$ cat src/rtl/control_pipe_if.sv
// control_pipe_if: IF/ID-side request and ID/EX control bundle between the
// instruction source (master) and the registered control decoder (slave).
//   master drives : InstrValid, Op, Func, StallIn
//   slave drives  : RegDst..jumpRA, hi, lo, StallOut, IF_ID_Flush, HiLoBusy
interface control_pipe_if #(
    parameter int unsigned OPW   = 6,
    parameter int unsigned FUNCW = 6
);
    logic             InstrValid;
    logic [OPW-1:0]   Op;
    logic [FUNCW-1:0] Func;
    logic             StallIn;

    logic             RegDst;
    logic             Shift;
    logic             ALUSrc;
    logic             RegWrite;
    logic             MemRead;
    logic             MemWrite;
    logic             hilo;
    logic             hiloWrite;
    logic             jumpRegister;
    logic             jumpRA;
    logic [1:0]       hi;
    logic [1:0]       lo;
    logic             StallOut;
    logic             IF_ID_Flush;
    logic             HiLoBusy;

    modport master (
        output InstrValid, Op, Func, StallIn,
        input  RegDst, Shift, ALUSrc, RegWrite, MemRead, MemWrite,
               hilo, hiloWrite, jumpRegister, jumpRA, hi, lo,
               StallOut, IF_ID_Flush, HiLoBusy
    );

    modport slave (
        input  InstrValid, Op, Func, StallIn,
        output RegDst, Shift, ALUSrc, RegWrite, MemRead, MemWrite,
               hilo, hiloWrite, jumpRegister, jumpRA, hi, lo,
               StallOut, IF_ID_Flush, HiLoBusy
    );
endinterface

$ cat src/rtl/control_pipe.sv
// control_pipe: registered ID-stage control decoder. Decodes Op/Func into the
// ID/EX control bundle one cycle later, tracks HI/LO busy time after
// multiply-class instructions (stalling HI/LO users), sequences IF/ID flush
// after jumps, and inserts bubbles on external stall.
// Ports:
//   Clk    rising-edge clock
//   Rst_n  synchronous active-low reset
//   bus    control_pipe_if.slave: instruction in, registered controls,
//          combinational StallOut, registered IF_ID_Flush and HiLoBusy
module control_pipe #(
    parameter int unsigned OPW        = 6,
    parameter int unsigned FUNCW      = 6,
    parameter int unsigned MUL_LAT    = 4,
    parameter int unsigned JFLUSH_CYC = 1
) (
    input  logic           Clk,
    input  logic           Rst_n,
    control_pipe_if.slave  bus
);
    localparam int unsigned BUSYW  = 4;
    localparam int unsigned FLUSHW = 2;

    localparam logic [0:0] RUN   = 1'b0;
    localparam logic [0:0] FLUSH = 1'b1;

    localparam logic [1:0] HL_LOAD = 2'b00;
    localparam logic [1:0] HL_MADD = 2'b01;
    localparam logic [1:0] HL_MSUB = 2'b10;

    localparam logic [OPW-1:0] OP_RTYPE    = OPW'(6'h00);
    localparam logic [OPW-1:0] OP_JAL      = OPW'(6'h03);
    localparam logic [OPW-1:0] OP_ADDI     = OPW'(6'h08);
    localparam logic [OPW-1:0] OP_ADDIU    = OPW'(6'h09);
    localparam logic [OPW-1:0] OP_SLTI     = OPW'(6'h0A);
    localparam logic [OPW-1:0] OP_ANDI     = OPW'(6'h0C);
    localparam logic [OPW-1:0] OP_ORI      = OPW'(6'h0D);
    localparam logic [OPW-1:0] OP_XORI     = OPW'(6'h0E);
    localparam logic [OPW-1:0] OP_LUI      = OPW'(6'h0F);
    localparam logic [OPW-1:0] OP_SPECIAL2 = OPW'(6'h1C);
    localparam logic [OPW-1:0] OP_SPECIAL3 = OPW'(6'h1F);
    localparam logic [OPW-1:0] OP_LB       = OPW'(6'h20);
    localparam logic [OPW-1:0] OP_LH       = OPW'(6'h21);
    localparam logic [OPW-1:0] OP_LW       = OPW'(6'h23);
    localparam logic [OPW-1:0] OP_SB       = OPW'(6'h28);
    localparam logic [OPW-1:0] OP_SH       = OPW'(6'h29);
    localparam logic [OPW-1:0] OP_SW       = OPW'(6'h2B);

    localparam logic [FUNCW-1:0] FN_SLL   = FUNCW'(6'h00);
    localparam logic [FUNCW-1:0] FN_SRL   = FUNCW'(6'h02);
    localparam logic [FUNCW-1:0] FN_SRA   = FUNCW'(6'h03);
    localparam logic [FUNCW-1:0] FN_JR    = FUNCW'(6'h08);
    localparam logic [FUNCW-1:0] FN_MFHI  = FUNCW'(6'h10);
    localparam logic [FUNCW-1:0] FN_MTHI  = FUNCW'(6'h11);
    localparam logic [FUNCW-1:0] FN_MFLO  = FUNCW'(6'h12);
    localparam logic [FUNCW-1:0] FN_MTLO  = FUNCW'(6'h13);
    localparam logic [FUNCW-1:0] FN_MULT  = FUNCW'(6'h18);
    localparam logic [FUNCW-1:0] FN_MULTU = FUNCW'(6'h19);
    localparam logic [FUNCW-1:0] FN_MADD  = FUNCW'(6'h00);
    localparam logic [FUNCW-1:0] FN_MUL   = FUNCW'(6'h02);
    localparam logic [FUNCW-1:0] FN_MSUB  = FUNCW'(6'h04);

    typedef struct packed {
        logic       regDst;
        logic       shift;
        logic       aluSrc;
        logic       regWrite;
        logic       memRead;
        logic       memWrite;
        logic       hilo;
        logic       hiloWrite;
        logic       jumpRegister;
        logic       jumpRA;
        logic [1:0] hi;
        logic [1:0] lo;
    } ctrl_t;

    localparam ctrl_t BUBBLE = ctrl_t'({10'b0, 2'b11, 2'b11});

    ctrl_t             dec;
    ctrl_t             ctrlNext;
    ctrl_t             ctrlQ;
    logic              isHlWriter;
    logic              isHlRead;
    logic              isHlUser;
    logic              isJump;
    logic              hlHazard;
    logic              stallOut;
    logic              issue;
    logic [0:0]        state;
    logic [0:0]        stateNext;
    logic [FLUSHW-1:0] flushCnt;
    logic [FLUSHW-1:0] flushCntNext;
    logic              flushNext;
    logic              flushQ;
    logic [BUSYW-1:0]  busyCnt;
    logic [BUSYW-1:0]  busyCntNext;
    logic              busyQ;

    // Op/Func decode into the control bundle and instruction classes
    always_comb begin
        dec        = BUBBLE;
        isHlWriter = 1'b0;
        isHlRead   = 1'b0;
        isJump     = 1'b0;
        case (bus.Op)
            OP_RTYPE: begin
                dec.regDst   = 1'b1;
                dec.regWrite = 1'b1;
                case (bus.Func)
                    FN_SLL, FN_SRL, FN_SRA: dec.shift = 1'b1;
                    FN_MFHI: begin
                        dec.hilo      = 1'b1;
                        dec.hiloWrite = 1'b1;
                        isHlRead      = 1'b1;
                    end
                    FN_MFLO: begin
                        dec.hiloWrite = 1'b1;
                        isHlRead      = 1'b1;
                    end
                    FN_MTHI: begin
                        dec.regWrite = 1'b0;
                        dec.hi       = HL_LOAD;
                        isHlWriter   = 1'b1;
                    end
                    FN_MTLO: begin
                        dec.regWrite = 1'b0;
                        dec.lo       = HL_LOAD;
                        isHlWriter   = 1'b1;
                    end
                    FN_MULT, FN_MULTU: begin
                        dec.regWrite = 1'b0;
                        dec.hi       = HL_LOAD;
                        dec.lo       = HL_LOAD;
                        isHlWriter   = 1'b1;
                    end
                    FN_JR: begin
                        dec.regWrite     = 1'b0;
                        dec.jumpRegister = 1'b1;
                        isJump           = 1'b1;
                    end
                    default: ;
                endcase
            end
            OP_SPECIAL2: begin
                dec.regDst = 1'b1;
                case (bus.Func)
                    FN_MUL:  dec.regWrite = 1'b1;
                    FN_MADD: begin
                        dec.hi     = HL_MADD;
                        dec.lo     = HL_MADD;
                        isHlWriter = 1'b1;
                    end
                    FN_MSUB: begin
                        dec.hi     = HL_MSUB;
                        dec.lo     = HL_MSUB;
                        isHlWriter = 1'b1;
                    end
                    default: ;
                endcase
            end
            OP_LB, OP_LH, OP_LW: begin
                dec.aluSrc   = 1'b1;
                dec.memRead  = 1'b1;
                dec.regWrite = 1'b1;
            end
            OP_SB, OP_SH, OP_SW: begin
                dec.aluSrc   = 1'b1;
                dec.memWrite = 1'b1;
            end
            OP_ADDI, OP_ADDIU, OP_SLTI, OP_ANDI, OP_ORI, OP_XORI, OP_LUI: begin
                dec.aluSrc   = 1'b1;
                dec.regWrite = 1'b1;
            end
            OP_SPECIAL3: begin
                dec.shift    = 1'b1;
                dec.regDst   = 1'b1;
                dec.regWrite = 1'b1;
            end
            OP_JAL: begin
                dec.regWrite = 1'b1;
                dec.jumpRA   = 1'b1;
                isJump       = 1'b1;
            end
            default: ;
        endcase
    end

    assign isHlUser = isHlWriter | isHlRead;
    assign hlHazard = busyQ & isHlUser & bus.InstrValid;
    assign stallOut = bus.StallIn | hlHazard;
    // An instruction only takes effect when it reaches ID/EX unbubbled
    assign issue    = bus.InstrValid & ~stallOut & (state == RUN);

    // Next-state: flush sequencing, busy countdown, ID/EX payload
    always_comb begin
        stateNext    = state;
        flushCntNext = flushCnt;
        flushNext    = 1'b0;
        busyCntNext  = busyCnt;
        ctrlNext     = BUBBLE;

        case (state)
            RUN: begin
                if (issue && isJump) begin
                    stateNext    = FLUSH;
                    flushCntNext = FLUSHW'(JFLUSH_CYC);
                    flushNext    = 1'b1;
                end
            end
            FLUSH: begin
                if (flushCnt <= FLUSHW'(1)) begin
                    stateNext    = RUN;
                    flushCntNext = '0;
                end else begin
                    flushCntNext = flushCnt - FLUSHW'(1);
                    flushNext    = 1'b1;
                end
            end
            default: begin
                stateNext    = RUN;
                flushCntNext = '0;
            end
        endcase

        // A fresh HI/LO write always reloads, even as the old count expires
        if (issue && isHlWriter) begin
            busyCntNext = BUSYW'(MUL_LAT);
        end else if (busyCnt != '0) begin
            busyCntNext = busyCnt - BUSYW'(1);
        end

        if (issue) begin
            ctrlNext = dec;
        end
    end

    // Pipeline register and FSM state
    always_ff @(posedge Clk) begin
        if (!Rst_n) begin
            state    <= RUN;
            flushCnt <= '0;
            flushQ   <= 1'b0;
            busyCnt  <= '0;
            busyQ    <= 1'b0;
            ctrlQ    <= BUBBLE;
        end else begin
            state    <= stateNext;
            flushCnt <= flushCntNext;
            flushQ   <= flushNext;
            busyCnt  <= busyCntNext;
            busyQ    <= (busyCntNext != '0);
            ctrlQ    <= ctrlNext;
        end
    end

    assign bus.RegDst       = ctrlQ.regDst;
    assign bus.Shift        = ctrlQ.shift;
    assign bus.ALUSrc       = ctrlQ.aluSrc;
    assign bus.RegWrite     = ctrlQ.regWrite;
    assign bus.MemRead      = ctrlQ.memRead;
    assign bus.MemWrite     = ctrlQ.memWrite;
    assign bus.hilo         = ctrlQ.hilo;
    assign bus.hiloWrite    = ctrlQ.hiloWrite;
    assign bus.jumpRegister = ctrlQ.jumpRegister;
    assign bus.jumpRA       = ctrlQ.jumpRA;
    assign bus.hi           = ctrlQ.hi;
    assign bus.lo           = ctrlQ.lo;
    assign bus.StallOut     = stallOut;
    assign bus.IF_ID_Flush  = flushQ;
    assign bus.HiLoBusy     = busyQ;
endmodule
$ cat src/flat_wrapper.sv
// flat-port wrapper written by rule: the top's interface ports become plain ports
module control_pipe_flat 
#(
    parameter int unsigned OPW        = 6,
    parameter int unsigned FUNCW      = 6,
    parameter int unsigned MUL_LAT    = 4,
    parameter int unsigned JFLUSH_CYC = 1
)
  (Clk, Rst_n, bus_InstrValid, bus_Op, bus_Func, bus_StallIn, bus_RegDst, bus_Shift, bus_ALUSrc, bus_RegWrite, bus_MemRead, bus_MemWrite, bus_hilo, bus_hiloWrite, bus_jumpRegister, bus_jumpRA, bus_hi, bus_lo, bus_StallOut, bus_IF_ID_Flush, bus_HiLoBusy);
  control_pipe_if #(.OPW(OPW), .FUNCW(FUNCW)) bus_i ();
  input  logic Clk;
  input  logic Rst_n;
  input wire logic [$bits(bus_i.InstrValid)-1:0] bus_InstrValid;
  input wire logic [$bits(bus_i.Op)-1:0] bus_Op;
  input wire logic [$bits(bus_i.Func)-1:0] bus_Func;
  input wire logic [$bits(bus_i.StallIn)-1:0] bus_StallIn;
  output wire logic [$bits(bus_i.RegDst)-1:0] bus_RegDst;
  output wire logic [$bits(bus_i.Shift)-1:0] bus_Shift;
  output wire logic [$bits(bus_i.ALUSrc)-1:0] bus_ALUSrc;
  output wire logic [$bits(bus_i.RegWrite)-1:0] bus_RegWrite;
  output wire logic [$bits(bus_i.MemRead)-1:0] bus_MemRead;
  output wire logic [$bits(bus_i.MemWrite)-1:0] bus_MemWrite;
  output wire logic [$bits(bus_i.hilo)-1:0] bus_hilo;
  output wire logic [$bits(bus_i.hiloWrite)-1:0] bus_hiloWrite;
  output wire logic [$bits(bus_i.jumpRegister)-1:0] bus_jumpRegister;
  output wire logic [$bits(bus_i.jumpRA)-1:0] bus_jumpRA;
  output wire logic [$bits(bus_i.hi)-1:0] bus_hi;
  output wire logic [$bits(bus_i.lo)-1:0] bus_lo;
  output wire logic [$bits(bus_i.StallOut)-1:0] bus_StallOut;
  output wire logic [$bits(bus_i.IF_ID_Flush)-1:0] bus_IF_ID_Flush;
  output wire logic [$bits(bus_i.HiLoBusy)-1:0] bus_HiLoBusy;
  assign bus_i.InstrValid = bus_InstrValid;
  assign bus_i.Op = bus_Op;
  assign bus_i.Func = bus_Func;
  assign bus_i.StallIn = bus_StallIn;
  assign bus_RegDst = bus_i.RegDst;
  assign bus_Shift = bus_i.Shift;
  assign bus_ALUSrc = bus_i.ALUSrc;
  assign bus_RegWrite = bus_i.RegWrite;
  assign bus_MemRead = bus_i.MemRead;
  assign bus_MemWrite = bus_i.MemWrite;
  assign bus_hilo = bus_i.hilo;
  assign bus_hiloWrite = bus_i.hiloWrite;
  assign bus_jumpRegister = bus_i.jumpRegister;
  assign bus_jumpRA = bus_i.jumpRA;
  assign bus_hi = bus_i.hi;
  assign bus_lo = bus_i.lo;
  assign bus_StallOut = bus_i.StallOut;
  assign bus_IF_ID_Flush = bus_i.IF_ID_Flush;
  assign bus_HiLoBusy = bus_i.HiLoBusy;
  control_pipe #(.OPW(OPW), .FUNCW(FUNCW), .MUL_LAT(MUL_LAT), .JFLUSH_CYC(JFLUSH_CYC)) u_core (.Clk(Clk), .Rst_n(Rst_n), .bus(bus_i));
endmodule
$ cat config.mk
export PLATFORM = sky130hd
export DESIGN_NAME = control_pipe_flat
export DESIGN_NICKNAME = d
export VERILOG_FILES = /design/src/rtl/control_pipe_if.sv /design/src/rtl/control_pipe.sv /design/src/flat_wrapper.sv
export SDC_FILE = /design/constraint.sdc
export NUM_CORES = 1
export LEC_CHECK = 0
export ABC_AREA = 1
export CORE_MARGIN = 1.5
export CORE_UTILIZATION = 45
export CTS_CLUSTER_DIAMETER = 80
export CTS_CLUSTER_SIZE = 10
export DETAILED_ROUTE_END_ITERATION = 12
export DONT_BUFFER_PORTS = 1
export PLACE_DENSITY_LB_ADDON = 0.1
export SLEW_MARGIN = 25
export SYNTH_ARGS = -nofsm -noshare
export SYNTH_HDL_FRONTEND = slang
export SYNTH_SLANG_ARGS = --single-unit
export TNS_END_PERCENT = 10
$ cat constraint.sdc
create_clock -name Clk -period 3.15 [get_ports Clk]
set_clock_uncertainty 0.1 [all_clocks]
set_input_delay 0.7875 -clock Clk [delete_from_list [all_inputs] [get_ports Clk]]
set_output_delay 0.7875 -clock Clk [all_outputs]
set_load 0.005 [all_outputs]
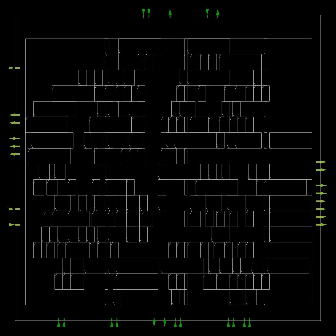
Figure 1: run 1, placed standard cells.
CORE AREA: 2300 µm²
Layout Utilization: 0.511

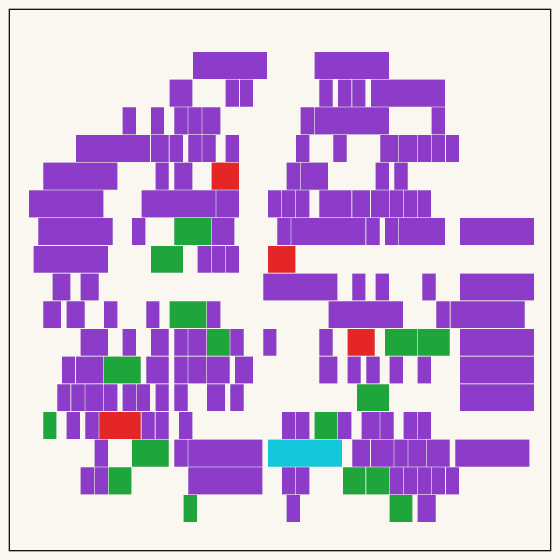
Figure 2: run 1, cells by drive strength.
colour	size	cells	most used
green	drive 2	16	a21oi_2
cyan	drive 6 and up	1	nor2_8
red	drive 3 to 4	4	clkbuf_4
purple	drive 1 or less	143	inv_1

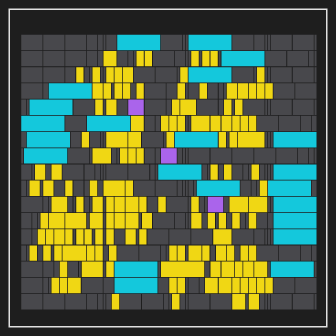
Figure 3: run 1, cells coloured by class.
Fill, decap, tap and diode cells in grey.
colour	class	cells	share of their area
purple	cells driving clock nets	3	2.0%
yellow	all other logic	139	59%
cyan	flip-flops	22	39%
# rows: 17
Final Instance Area: 1170 µm²
flop share of the area: 0.375

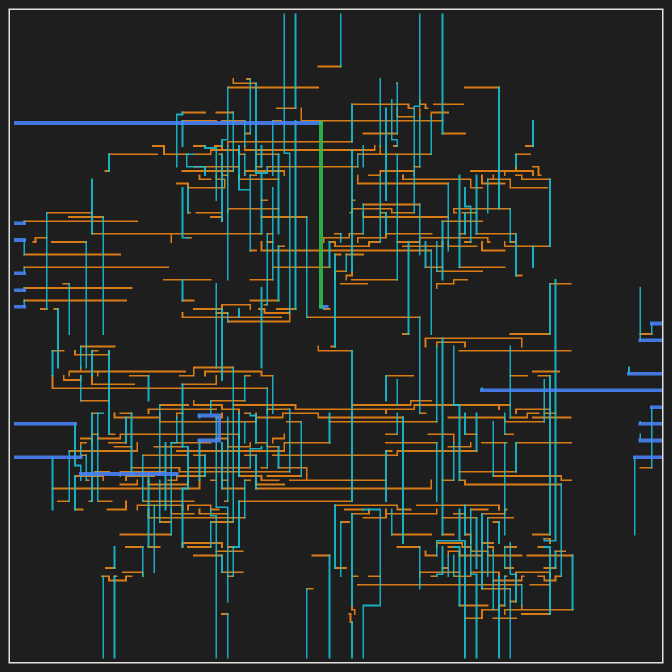
Figure 4: run 1, routed metal, one colour a layer.
colour	layer	wire length
green	met4	15.0 µm
cyan	met2	992 µm
orange	met1	1010 µm
blue	met3	77.0 µm

==> metrics.cfg, run 1 <==
[synthesis]
syn_area_per_cell_um2 = 6.96
ys_ff = 22
ys_area_um2 = 1130
flop_cell = dfxtp_1
top_area_cell = dfxtp_1
top_cells_by_area = dfxtp_1, inv_1, nand2_1
synth_adder_area_share = 0.0111
aoi_share = 0.0977
postSynthCellCount = 162
top_cells_by_count = inv_1, nand2_1, nor2_1, dfxtp_1, nand3_1
synthArstFlopShare = 0

[cts]
cts_resized = 0
cts_buffers = 3
htreeDepth = 1
cts_root_buffer = clkbuf_4
ctsHoldBuffers = 0

[global_route]
grt_pass1_vias = 854
antenna_found_initial = 0
grtUsageMet1 = 0.206

[timing]
worstMarginPinSlew_ns = 0.374
min_period_ns = 2.49
slew_viol_final = 0
rsz0062_at_grt = no
setup_tns_ns = 0
setup_viol = 0
timing.final.ws_setup_ns = 0.663
finalHoldViolations = 0

[outcome]
status = complete, no violations

[min_path]
hold_class = flop to flop

[cells_and_area]
largest_register_ffs = 4
largest-register = u_core.busyCnt
final_cell_mix = inv_1, nand2_1, nor2_1, dfxtp_1, nand3_1
final_layout_size_suffix_gt1_frac = 0.128
lay_top_count = inv_1

[run]
cap_viol_max_count = 0

[detailed_routing]
dr.pass1.iters = 4

[floorplanning]
fp_util = 0.491
die-area_um2 = 2810

[critical_path]
cp.arrival_ns = 1.60
criticalPathCategory = input pin to output port
critPathTopFamily = simple AND/OR/NAND/NOR gates
cpPeakStageDelay_ns = 0.23
worst-path-buf-inv = 2

[power_and_ir_drop]
powerClk_uw = 121
p_per_area_nw_per_um2 = 539

[place]
place.gp.congestion = 0.947

[run 1: final timing paths]
check                                   startpoint                  end  cells after the start
worst min register to register  u_core.flushCnt[1]         u_core.state                      2
worst max-delay path                   bus_Func[5]         bus_StallOut                      7
worst max register to register   u_core.busyCnt[0]  u_core.bus.HiLoBusy                      8
worst min-delay path            u_core.flushCnt[1]         u_core.state                      2
[run 1: worst min-delay path, cell delays in order, from the launching register on]
cell,delay [ns]
dfxtp_1,0.33
nand2_1,0.05
a21oi_1,0.05
[run 1: cell type report]
| class | instances | area share |
|---|---|---|
| sequential | 22 | 0.375 |
| inverter | 34 | 0.109 |
| tap | 28 | 0.0299 |
| multi-input combinational | 105 | 0.467 |
| clock buffer | 3 | 0.0192 |
--- run 2 (diff from run 1) ---
==> constraint.sdc (replaced) <==
create_clock -name Clk -period 2.5 [get_ports Clk]
set_clock_uncertainty 0.1 [all_clocks]
set_input_delay 0.625 -clock Clk [delete_from_list [all_inputs] [get_ports Clk]]
set_output_delay 0.625 -clock Clk [all_outputs]
set_load 0.005 [all_outputs]
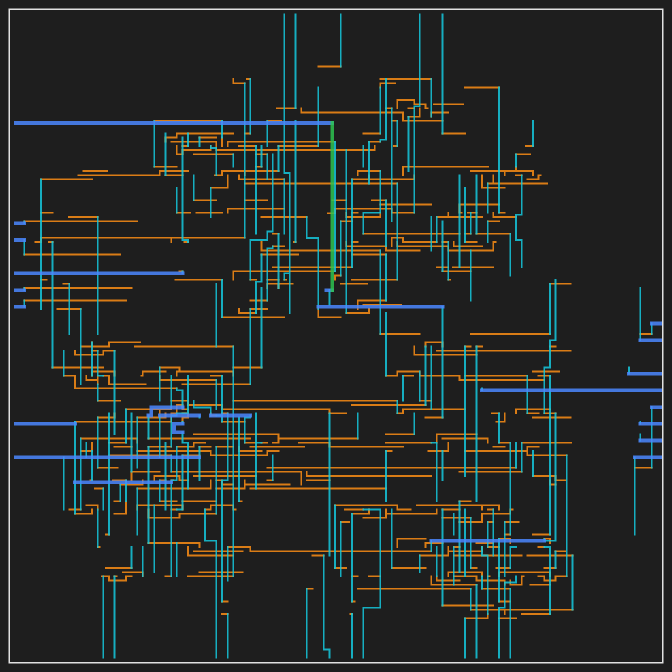
Figure 5: run 2, routed metal, one colour a layer.
colour	layer	wire length
cyan	met2	964 µm
orange	met1	995 µm
green	met4	13.6 µm
blue	met3	126 µm
WL final: 2.10 mm
WL/cell: 10.9 µm
GRT Total Usage: 0.172
via count: 968

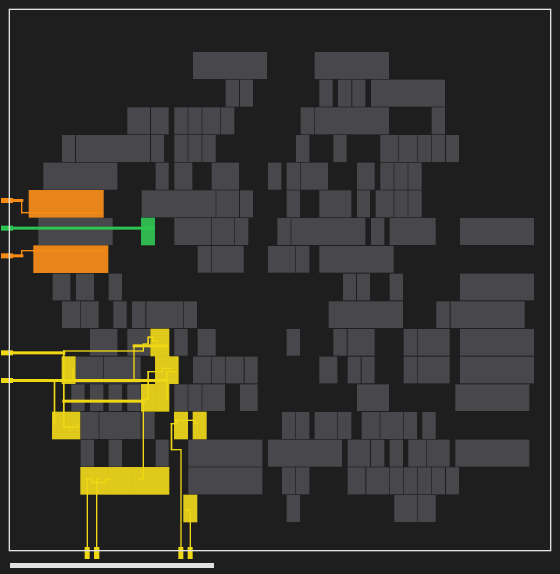
Figure 6: run 2, port wiring.
Bar = 20 µm.
colour	port	direction	edge	end cells	buffers	wire
yellow	bus_Func	input	4 bottom, 2 left	14	0	115 µm
orange	bus_hi	output	left	2	0	19.2 µm
green	bus_StallOut	output	left	1	0	14.0 µm
IO Port Bufs: 0
# IOs: 33

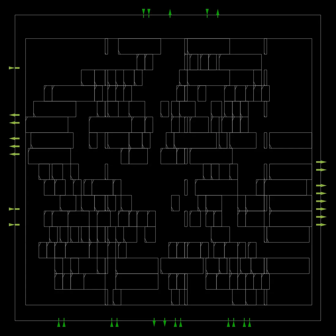
Figure 7: run 2, placed standard cells.
registers: 22
fillcell total: 238
Final Non-Filler Cells: 192
tap cells: 28

==> run 2 against run 1 <==
  * Cell count stayed put
  * Highest routed layer unchanged
  * Critical path depth did not move
  * Setup slack worse by 0.31 ns
  * Largest power group unchanged
  * Via count did not move
  * Design area is the same
  * Synthesized area is the same
  * Die size did not move
==> metrics.cfg, run 2 <==
[critical_path]
cp-endpoint = bus_StallOut  ; unchanged
cp.arrival_ns = 1.42  ; was 1.60 ns
criticalPathCategory = input pin to output port  ; unchanged
timing.rr.end = u_core.bus.HiLoBusy  ; unchanged
critical_path_depth = 7  ; unchanged
rr_worst_depth = 8  ; unchanged
crit_path_start = bus_Func[5]  ; unchanged

[timing]
worstMarginPinSlew_ns = 0.391  ; was 0.374 ns
setup_viol = 0  ; unchanged
slew_viol_final = 0  ; unchanged
setup_tns_ns = 0  ; unchanged
rsz0062_at_grt = no  ; unchanged
finalHoldViolations = 0  ; unchanged
timing.final.ws_setup_ns = 0.351  ; was 0.663 ns
min_period_ns = 2.15

[synthesis]
syn_area_per_cell_um2 = 6.96  ; unchanged
synth_adder_area_share = 0.0111  ; unchanged
top_area_cell = dfxtp_1  ; unchanged
ys_ff = 22  ; unchanged
ys_area_um2 = 1130  ; unchanged
synthArstFlopShare = 0  ; unchanged
aoi_share = 0.0977  ; unchanged
postSynthCellCount = 162  ; unchanged
top_cells_by_area = dfxtp_1, inv_1, nand2_1  ; unchanged

[floorplanning]
core_um2 = 2300  ; unchanged
rows = 17  ; unchanged
die-area_um2 = 2810  ; unchanged

[place]
place.gp.congestion = 0.946  ; was 0.947

[cells_and_area]
final_cell_mix = inv_1, nand2_1, nor2_1, dfxtp_1, nand3_1  ; unchanged
largest-register = u_core.busyCnt  ; unchanged
lay_top_count = inv_1  ; unchanged
final_cell_area_um2 = 1170  ; unchanged
largest_register_ffs = 4  ; unchanged
final_layout_size_suffix_gt1_frac = 0.128  ; unchanged

[outcome]
status = complete, no violations  ; unchanged

[cts]
cts_resized = 0  ; unchanged
htreeDepth = 1  ; unchanged
cts_buffers = 3  ; unchanged
cts_root_buffer = clkbuf_4  ; unchanged
ctsHoldBuffers = 0  ; unchanged

[min_path]
hold_path_depth = 1  ; was 2
whs_endpoint = u_core.bus.hilo  ; was u_core.state
hp-start = bus_Func[1]  ; was u_core.flushCnt[1]

[power_and_ir_drop]
total_leakage_power_uw = 0.000583  ; unchanged
powerClk_uw = 153  ; was 121 µW

[detailed_routing]
dr.pass1.iters = 4  ; unchanged

[global_route]
grt_pass1_vias = 886  ; was 854
grtUsageMet1 = 0.215  ; was 0.206

run 2: cell counts in the layout (fill, tap and decap cells not counted):
Identical to the previous run, type by type.
run 2: logic make-up (layout without fill, tap and decap cells):
| logic type | Yosys count | count (layout) |
|---|---|---|
| buf+inv | 35 | 37 |
| compound gates | 17 | 17 |
| fa+ha+maj | 1 | 1 |
| simple gates | 86 | 86 |
| flops | 22 | 22 |
| xor+xnor | 1 | 1 |
run 2: area by class of cell:
type,count,area [µm²]
fill,238,1120
multi-input combinational,105,548
sequential,22,440
inverter,34,128
tap,28,35.0
clock buffer,3,22.5
run 2: stage by stage:
stage,utilization,instances
CTS,0.511,192
finish,0.511,192
floorplan,-,162
global placement,0.501,189
global route,0.511,192
detailed placement,0.501,189
Power figures rest on the tool's default switching activity, not on a simulated workload.
